The metal 1 layer:
Scale bar: 20 um. Supply wires on this layer in grey.
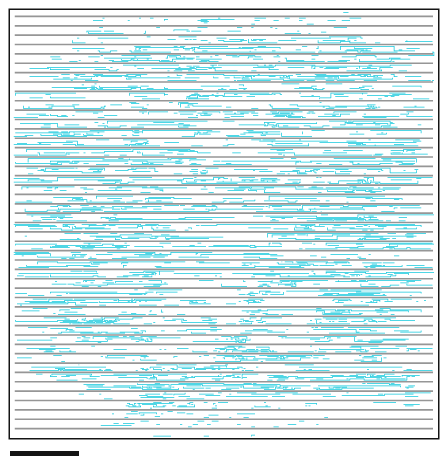
Met2 routing:
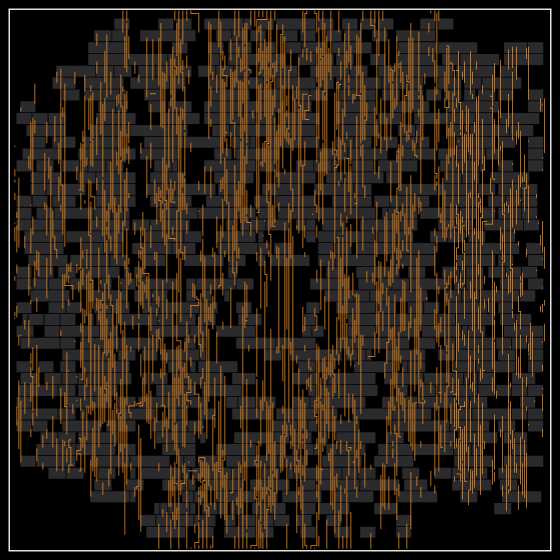
M3 wires:
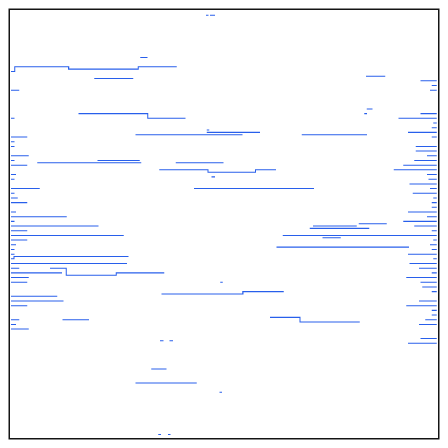
--- src/rtl/npu_csr_pkg.sv ---
// Shared types and register map for the NPU CSR block.
// Build option: NPU_CSR_PERF_EN adds the PERF busy-cycle counter.
package npu_csr_pkg;

    typedef enum logic [1:0] {
        RESP_OKAY   = 2'b00,
        RESP_SLVERR = 2'b10
    } resp_t;

    localparam logic [2:0] OFF_CTRL    = 3'd0;
    localparam logic [2:0] OFF_STATUS  = 3'd1;
    localparam logic [2:0] OFF_BASE    = 3'd2;
    localparam logic [2:0] OFF_LEN     = 3'd3;
    localparam logic [2:0] OFF_SCRATCH = 3'd4;
    localparam logic [2:0] OFF_VERSION = 3'd5;
    localparam logic [2:0] OFF_PERF    = 3'd6;

    localparam int CTRL_START  = 0;
    localparam int CTRL_IRQ_EN = 1;
    localparam int STAT_BUSY   = 0;
    localparam int STAT_DONE   = 1;

    function automatic logic [31:0] strb_merge(
        input logic [31:0] old,
        input logic [31:0] data,
        input logic [3:0]  strb
    );
        logic [31:0] r;
        r = old;
        for (int i = 0; i < 4; i++)
            if (strb[i]) r[i*8 +: 8] = data[i*8 +: 8];
        return r;
    endfunction

endpackage

--- src/rtl/axil_if.sv ---
// AXI4-Lite bus bundle: 32-bit address/data, byte strobes.
// Modport m is the requester side, s the responder side.
interface axil_if;
    logic        awvalid;
    logic        awready;
    logic [31:0] awaddr;
    logic        wvalid;
    logic        wready;
    logic [31:0] wdata;
    logic [3:0]  wstrb;
    logic        bvalid;
    logic        bready;
    logic [1:0]  bresp;
    logic        arvalid;
    logic        arready;
    logic [31:0] araddr;
    logic        rvalid;
    logic        rready;
    logic [31:0] rdata;
    logic [1:0]  rresp;

    modport m (
        output awvalid, awaddr, wvalid, wdata, wstrb,
        output bready, arvalid, araddr, rready,
        input  awready, wready, bvalid, bresp,
        input  arready, rvalid, rdata, rresp
    );

    modport s (
        input  awvalid, awaddr, wvalid, wdata, wstrb,
        input  bready, arvalid, araddr, rready,
        output awready, wready, bvalid, bresp,
        output arready, rvalid, rdata, rresp
    );
endinterface

--- src/rtl/npu_csr_axil_front.sv ---
// AXI4-Lite front end: AW/W hold slots and B/R response registers.
// Presents single-cycle write/read strobes to the register file.
module npu_csr_axil_front
    import npu_csr_pkg::*;
(
    input  logic        clk,
    input  logic        arst,
    axil_if.s           bus,
    output logic        wr_en,
    output logic [2:0]  wr_off,
    output logic [31:0] wr_data,
    output logic [3:0]  wr_strb,
    input  resp_t       wr_resp,
    output logic        rd_en,
    output logic [2:0]  rd_off,
    input  logic [31:0] rd_data,
    input  resp_t       rd_resp
);

    logic        rdy_en;
    logic        aw_held;
    logic        w_held;
    logic [2:0]  aw_off_q;
    logic [31:0] w_data_q;
    logic [3:0]  w_strb_q;
    logic        aw_fire;
    logic        w_fire;

    // Only addr[4:2] selects a register.
    wire unused_addr = ^{bus.awaddr[31:5], bus.awaddr[1:0],
                         bus.araddr[31:5], bus.araddr[1:0]};

    assign bus.awready = rdy_en & ~aw_held & ~bus.bvalid;
    assign bus.wready  = rdy_en & ~w_held & ~bus.bvalid;
    assign bus.arready = rdy_en & ~bus.rvalid;

    assign aw_fire = bus.awvalid & bus.awready;
    assign w_fire  = bus.wvalid & bus.wready;

    assign wr_en   = (aw_held | aw_fire) & (w_held | w_fire);
    assign wr_off  = aw_held ? aw_off_q : bus.awaddr[4:2];
    assign wr_data = w_held ? w_data_q : bus.wdata;
    assign wr_strb = w_held ? w_strb_q : bus.wstrb;

    assign rd_en  = bus.arvalid & bus.arready;
    assign rd_off = bus.araddr[4:2];

    always_ff @(posedge clk or posedge arst) begin
        if (arst) begin
            rdy_en    <= 1'b0;
            aw_held   <= 1'b0;
            w_held    <= 1'b0;
            aw_off_q  <= '0;
            w_data_q  <= '0;
            w_strb_q  <= '0;
            bus.bvalid <= 1'b0;
            bus.bresp  <= RESP_OKAY;
        end else begin
            rdy_en <= 1'b1;
            if (wr_en) begin
                aw_held    <= 1'b0;
                w_held     <= 1'b0;
                bus.bvalid <= 1'b1;
                bus.bresp  <= wr_resp;
            end else begin
                if (aw_fire) begin
                    aw_held  <= 1'b1;
                    aw_off_q <= bus.awaddr[4:2];
                end
                if (w_fire) begin
                    w_held   <= 1'b1;
                    w_data_q <= bus.wdata;
                    w_strb_q <= bus.wstrb;
                end
                if (bus.bvalid && bus.bready)
                    bus.bvalid <= 1'b0;
            end
        end
    end

    always_ff @(posedge clk or posedge arst) begin
        if (arst) begin
            bus.rvalid <= 1'b0;
            bus.rdata  <= '0;
            bus.rresp  <= RESP_OKAY;
        end else if (rd_en) begin
            bus.rvalid <= 1'b1;
            bus.rdata  <= rd_data;
            bus.rresp  <= rd_resp;
        end else if (bus.rvalid && bus.rready) begin
            bus.rvalid <= 1'b0;
        end
    end

endmodule

--- src/rtl/npu_csr_regfile.sv ---
// NPU control/status register file behind an AXI4-Lite responder.
// Build option: NPU_CSR_PERF_EN maps the PERF busy-cycle counter at 0x18.
module npu_csr_regfile
    import npu_csr_pkg::*;
#(
    parameter int          LEN_W   = 24,
    parameter logic [31:0] VERSION = 32'h0001_0000
) (
    input  logic             clk,
    input  logic             arst,
    axil_if.s                csr,
    output logic             npu_start,
    output logic [31:0]      cfg_base,
    output logic [LEN_W-1:0] cfg_len,
    input  logic             npu_busy,
    input  logic             npu_done,
    output logic             irq
);

    logic        wr_en;
    logic [2:0]  wr_off;
    logic [31:0] wr_data;
    logic [3:0]  wr_strb;
    resp_t       wr_resp;
    logic        rd_en;
    logic [2:0]  rd_off;
    logic [31:0] rd_data;
    resp_t       rd_resp;

    logic        irq_en;
    logic        done;
    logic [31:0] scratch;
    logic [31:0] len_ext;
    logic        start_req;
    logic        done_clr;

    npu_csr_axil_front u_front (
        .clk     (clk),
        .arst    (arst),
        .bus     (csr),
        .wr_en   (wr_en),
        .wr_off  (wr_off),
        .wr_data (wr_data),
        .wr_strb (wr_strb),
        .wr_resp (wr_resp),
        .rd_en   (rd_en),
        .rd_off  (rd_off),
        .rd_data (rd_data),
        .rd_resp (rd_resp)
    );

    always_comb begin
        len_ext = '0;
        len_ext[LEN_W-1:0] = cfg_len;
    end

    assign start_req = wr_en & (wr_off == OFF_CTRL) & wr_strb[0]
                     & wr_data[CTRL_START];
    assign done_clr  = wr_en & (wr_off == OFF_STATUS) & wr_strb[0]
                     & wr_data[STAT_DONE];

    always_comb begin
        wr_resp = RESP_OKAY;
        case (wr_off)
            OFF_CTRL, OFF_STATUS, OFF_BASE,
            OFF_LEN, OFF_SCRATCH, OFF_VERSION: wr_resp = RESP_OKAY;
`ifdef NPU_CSR_PERF_EN
            OFF_PERF: wr_resp = RESP_OKAY;
`endif
            default: wr_resp = RESP_SLVERR;
        endcase
        // A start request while the core is busy is refused.
        if (start_req && npu_busy)
            wr_resp = RESP_SLVERR;
    end

    always_ff @(posedge clk or posedge arst) begin
        if (arst) begin
            npu_start <= 1'b0;
            irq       <= 1'b0;
            irq_en    <= 1'b0;
            done      <= 1'b0;
            cfg_base  <= '0;
            cfg_len   <= '0;
            scratch   <= '0;
        end else begin
            npu_start <= start_req & ~npu_busy;
            irq       <= done & irq_en;
            if (npu_done)
                done <= 1'b1;
            else if (done_clr)
                done <= 1'b0;
            if (wr_en && wr_off == OFF_CTRL && wr_strb[0])
                irq_en <= wr_data[CTRL_IRQ_EN];
            if (wr_en && wr_off == OFF_BASE)
                cfg_base <= strb_merge(cfg_base, wr_data, wr_strb);
            if (wr_en && wr_off == OFF_LEN)
                cfg_len <= LEN_W'(strb_merge(len_ext, wr_data, wr_strb));
            if (wr_en && wr_off == OFF_SCRATCH)
                scratch <= strb_merge(scratch, wr_data, wr_strb);
        end
    end

`ifdef NPU_CSR_PERF_EN
    logic [31:0] perf;

    always_ff @(posedge clk or posedge arst) begin
        if (arst)
            perf <= '0;
        else if (npu_start)
            perf <= '0;
        else if (npu_busy)
            perf <= perf + 32'd1;
    end
`endif

    always_comb begin
        rd_data = '0;
        rd_resp = RESP_OKAY;
        if (rd_en) begin
            case (rd_off)
                OFF_CTRL:    rd_data[CTRL_IRQ_EN] = irq_en;
                OFF_STATUS:  rd_data[1:0] = {done, npu_busy};
                OFF_BASE:    rd_data = cfg_base;
                OFF_LEN:     rd_data = len_ext;
                OFF_SCRATCH: rd_data = scratch;
                OFF_VERSION: rd_data = VERSION;
`ifdef NPU_CSR_PERF_EN
                OFF_PERF:    rd_data = perf;
`endif
                default:     rd_resp = RESP_SLVERR;
            endcase
        end
    end

endmodule

--- src/flat_wrapper.sv ---
// flat-port wrapper written by rule: the top's interface ports become plain ports
module npu_csr_regfile_flat import npu_csr_pkg::*;
#(
    parameter int          LEN_W   = 24,
    parameter logic [31:0] VERSION = 32'h0001_0000
)
  (clk, arst, npu_start, cfg_base, cfg_len, npu_busy, npu_done, irq, csr_awvalid, csr_awaddr, csr_wvalid, csr_wdata, csr_wstrb, csr_bready, csr_arvalid, csr_araddr, csr_rready, csr_awready, csr_wready, csr_bvalid, csr_bresp, csr_arready, csr_rvalid, csr_rdata, csr_rresp);
  axil_if csr_i ();
  input  logic clk;
  input  logic arst;
  output logic npu_start;
  output logic [31:0] cfg_base;
  output logic [LEN_W-1:0] cfg_len;
  input  logic npu_busy;
  input  logic npu_done;
  output logic irq;
  input wire logic [$bits(csr_i.awvalid)-1:0] csr_awvalid;
  input wire logic [$bits(csr_i.awaddr)-1:0] csr_awaddr;
  input wire logic [$bits(csr_i.wvalid)-1:0] csr_wvalid;
  input wire logic [$bits(csr_i.wdata)-1:0] csr_wdata;
  input wire logic [$bits(csr_i.wstrb)-1:0] csr_wstrb;
  input wire logic [$bits(csr_i.bready)-1:0] csr_bready;
  input wire logic [$bits(csr_i.arvalid)-1:0] csr_arvalid;
  input wire logic [$bits(csr_i.araddr)-1:0] csr_araddr;
  input wire logic [$bits(csr_i.rready)-1:0] csr_rready;
  output wire logic [$bits(csr_i.awready)-1:0] csr_awready;
  output wire logic [$bits(csr_i.wready)-1:0] csr_wready;
  output wire logic [$bits(csr_i.bvalid)-1:0] csr_bvalid;
  output wire logic [$bits(csr_i.bresp)-1:0] csr_bresp;
  output wire logic [$bits(csr_i.arready)-1:0] csr_arready;
  output wire logic [$bits(csr_i.rvalid)-1:0] csr_rvalid;
  output wire logic [$bits(csr_i.rdata)-1:0] csr_rdata;
  output wire logic [$bits(csr_i.rresp)-1:0] csr_rresp;
  assign csr_i.awvalid = csr_awvalid;
  assign csr_i.awaddr = csr_awaddr;
  assign csr_i.wvalid = csr_wvalid;
  assign csr_i.wdata = csr_wdata;
  assign csr_i.wstrb = csr_wstrb;
  assign csr_i.bready = csr_bready;
  assign csr_i.arvalid = csr_arvalid;
  assign csr_i.araddr = csr_araddr;
  assign csr_i.rready = csr_rready;
  assign csr_awready = csr_i.awready;
  assign csr_wready = csr_i.wready;
  assign csr_bvalid = csr_i.bvalid;
  assign csr_bresp = csr_i.bresp;
  assign csr_arready = csr_i.arready;
  assign csr_rvalid = csr_i.rvalid;
  assign csr_rdata = csr_i.rdata;
  assign csr_rresp = csr_i.rresp;
  npu_csr_regfile #(.LEN_W(LEN_W), .VERSION(VERSION)) u_core (.clk(clk), .arst(arst), .csr(csr_i), .npu_start(npu_start), .cfg_base(cfg_base), .cfg_len(cfg_len), .npu_busy(npu_busy), .npu_done(npu_done), .irq(irq));
endmodule
--- config.mk ---
export PLATFORM = sky130hd
export DESIGN_NAME = npu_csr_regfile_flat
export DESIGN_NICKNAME = d
export VERILOG_FILES = /design/src/rtl/npu_csr_pkg.sv /design/src/rtl/axil_if.sv /design/src/rtl/npu_csr_axil_front.sv /design/src/rtl/npu_csr_regfile.sv /design/src/flat_wrapper.sv
export SDC_FILE = /design/constraint.sdc
export NUM_CORES = 1
export LEC_CHECK = 0
export CAP_MARGIN = 20
export CORE_UTILIZATION = 53
export CTS_CLUSTER_SIZE = 14
export DETAILED_ROUTE_END_ITERATION = 8
export PLACE_DENSITY = 0.84
export SYNTH_ARGS = -nofsm -noshare
export SYNTH_HDL_FRONTEND = slang
export SYNTH_HIERARCHICAL = 1
export SYNTH_SLANG_ARGS = --single-unit
--- constraint.sdc ---
create_clock -name clk -period 5.83 [get_ports clk]
set_clock_uncertainty 0.15 [all_clocks]
set_input_delay 1.4575 -clock clk [delete_from_list [all_inputs] [get_ports clk]]
set_output_delay 1.4575 -clock clk [all_outputs]
set_load 0.005 [all_outputs]
==> impl_metrics.json <==
{
  "fp-utilization_pct": 54.5,
  "cp-end-kind": "flop",
  "r2r_cells": 6,
  "first_iter_violations": 248,
  "yosysWarnings": 6,
  "synth_cells": 554,
  "detail_route.first_pass.iterations": 4,
  "final_cells": 898,
  "ys_seq_share_pct": 54.3,
  "dp_slack_ns": 1.72,
  "r2r_start": "u_core/u_front/w_held",
  "rsz0062_at_grt": "false",
  "fin_crit_ns": 3.58,
  "core_area_sq_um": 14500,
  "synth_cell_types": 41,
  "antenna_found_initial": 0,
  "via_count": 5092,
  "cts_sinks": 172,
  "power.leakage_nw": 4.66,
  "ys_cells": 554,
  "maxSlewHeadroom_pct": 39.3,
  "cts_inserted_buffers": 17,
  "min_path_type": "reg2reg",
  "post_dp_cell_area_sq_um": 9490,
  "grt-ovfl-total": 0,
  "diodes": 0,
  "fin_ws_ns": 2.25,
  "post-cts-setup-buffers": 0,
  "worstSetupPathType": "in2reg",
  "cts_tree": "done",
  "final_net_count": 810,
  "fin_area_sq_um": 10200,
  "sw_frac_of_total_pct": 27.5,
  "place_inst": 863,
  "drive_gt1_share_pct": 38.8,
  "hp-start": "u_core/scratch[16]",
  "share_clk_of_total_power_pct": 26.5,
  "worstMarginPinSlew_ns": 0.910,
  "totalWireLength_um": 18900,
  "rows": 44,
  "status": "complete, no violations",
  "grt_pass1_vias": 5615,
  "intPower_mw": 3.19,
  "grt_start_max_net_pins": 93,
  "grtUsageTotal_pct": 25.6,
  "worst-path-max-fanout": 12,
  "synth_flops": 172,
  "p_per_area_nw_per_um2": 433,
  "final_core_util_pct": 69.9,
  "cts_resized": 0,
  "grt_pass1_wl_um": 30600,
  "start_kind": "input port",
  "path_clk_slew_ns": 0.06,
  "yosysTopAreaCell": "dfrtp_1",
  "period_used_pct": 61.3,
  "dp.final_hpwl_um": 12100,
  "drv_slew": 0,
  "vias_per_cell": 5.67,
  "p_seq_share_pct": 42.1,
  "wl_per_cell_um": 21.0,
  "tool_warnings": 84,
  "areaGrowthSynthToFinish_pct": 28.2,
  "htreeDepth": 4,
  "io_pins": 208,
  "cts.path.max_buffers": 2,
  "max_freq_ghz": 0.280,
  "power.switching_mw": 1.21,
  "r2r_slack_ns": 3.20,
  "report.final.hold_viol_count": 0
}
## Picture notes: 'the metal 1 layer'
The longest straight run is 35.0 um. The layer carries 8250 um of wire. 666 nets have wire on it.

## Picture notes: 'met2 routing'
711 nets have wire on it. The wires run mostly vertical. The layer carries 9380 um of wire. The layer holds 50% of the routed length.

## Picture notes: 'M3 wires'
The wires run mostly horizontal. 105 nets have wire on it.

## cell usage in the layout (no fill, tap or decap), drive strengths merged, types with 2 or more instances in the layout
cell type,count
mux2,225
dfrtp,172
clkdlybuf4s50,148
nor2,34
a22oi,29
clkbuf,26
nand2,17
buf,9
inv,7
o21ai,5
bufinv,3
clkinv,3
nor2b,3
nand3b,3
conb,3
and4bb,2
nand3,2
a21oi,2
and3b,2
nor3,2
nor3b,2
## registers in the layout, summed over array words and instances (netlist names), 2 cells and up
name,cells
u_core/cfg_base,32
u_core/scratch,32
u_core/u_front/bus.rdata,32
u_core/u_front/w_data_q,32
u_core/cfg_len,24
u_core/u_front/w_strb_q,4
u_core/u_front/aw_off_q,3
u_core/u_front/bus.bresp,2
u_core/u_front/bus.rresp,2
## layout make-up
| type | count | area (sq um) |
|---|---|---|
| Fill cell | 966 | 4370 |
| Sequential cell | 172 | 4310 |
| Multi-Input combinational cell | 345 | 3390 |
| Timing Repair Buffer | 157 | 1590 |
| Clock buffer | 26 | 499 |
| Tap cell | 184 | 230 |
| Clock inverter | 6 | 108 |
| Inverter | 8 | 33.8 |
## synth_stat cells, drive strengths merged
library cell / n
a21boi: 1
a21o: 1
a21oi: 2
a22oi: 29
and2: 1
and2b: 1
and3: 1
and3b: 2
and4b: 1
and4bb: 2
buf: 28
clkbuf: 2
conb: 2
dfrtp: 172
inv: 8
mux2: 225
mux2i: 1
mux4: 1
nand2: 17
nand2b: 1
nand3: 2
nand3b: 3
nand4: 1
nor2: 34
nor2b: 3
nor3: 2
nor3b: 2
nor4b: 1
o211a: 1
o21ai: 5
o22ai: 1
o31ai: 1
## path summary, 6_finish.rpt
path,end
min in group asynchronous,u_core/cfg_len[18]
worst min-delay path,u_core/scratch[16]
max in group asynchronous,u_core/u_front/w_held
worst max register to register,u_core/cfg_base[27]
worst max-delay path,u_core/u_front/bus.rdata[20]
worst min register to register,u_core/scratch[16]
## cell families after synthesis
logic type	Yosys count	synth area share [%]
muxes	227	33.8
DFF	172	54.3
and+or+nand+nor	74	5.05
AOI/OAI and AO/OA	41	3.68
buffers and inverters	38	3.05
other	2	0.0948
## power groups by stage
stage | sequential, mW | combinational (mW) | clock, mW
floorplan | 1.79 | 0.865 | 0
global placement | 1.82 | 1.32 | 0
detailed placement | 1.86 | 1.38 | 0
CTS | 1.85 | 1.39 | 1.18
global route | 1.90 | 1.48 | 1.23
finish | 1.85 | 1.38 | 1.17
## worst max-delay path: stages
cell and delay [ns]:
clkdlybuf4s50_1 0.62, nor2b_1 0.79, o21ai_2 0.36, buf_6 0.26, nor2_1 0.13, mux2_2 0.16
## per-layer routing
metal	vias to the layer above	part of all wire, %	GRT usage (%)
li1	2278	-	-
met1	2650	44	33.7
met2	145	50	42.5
met3	19	5.3	6.49
met4	0	1.4	6.38
met5	-	0	0
Power and IR drop assume default switching activity.
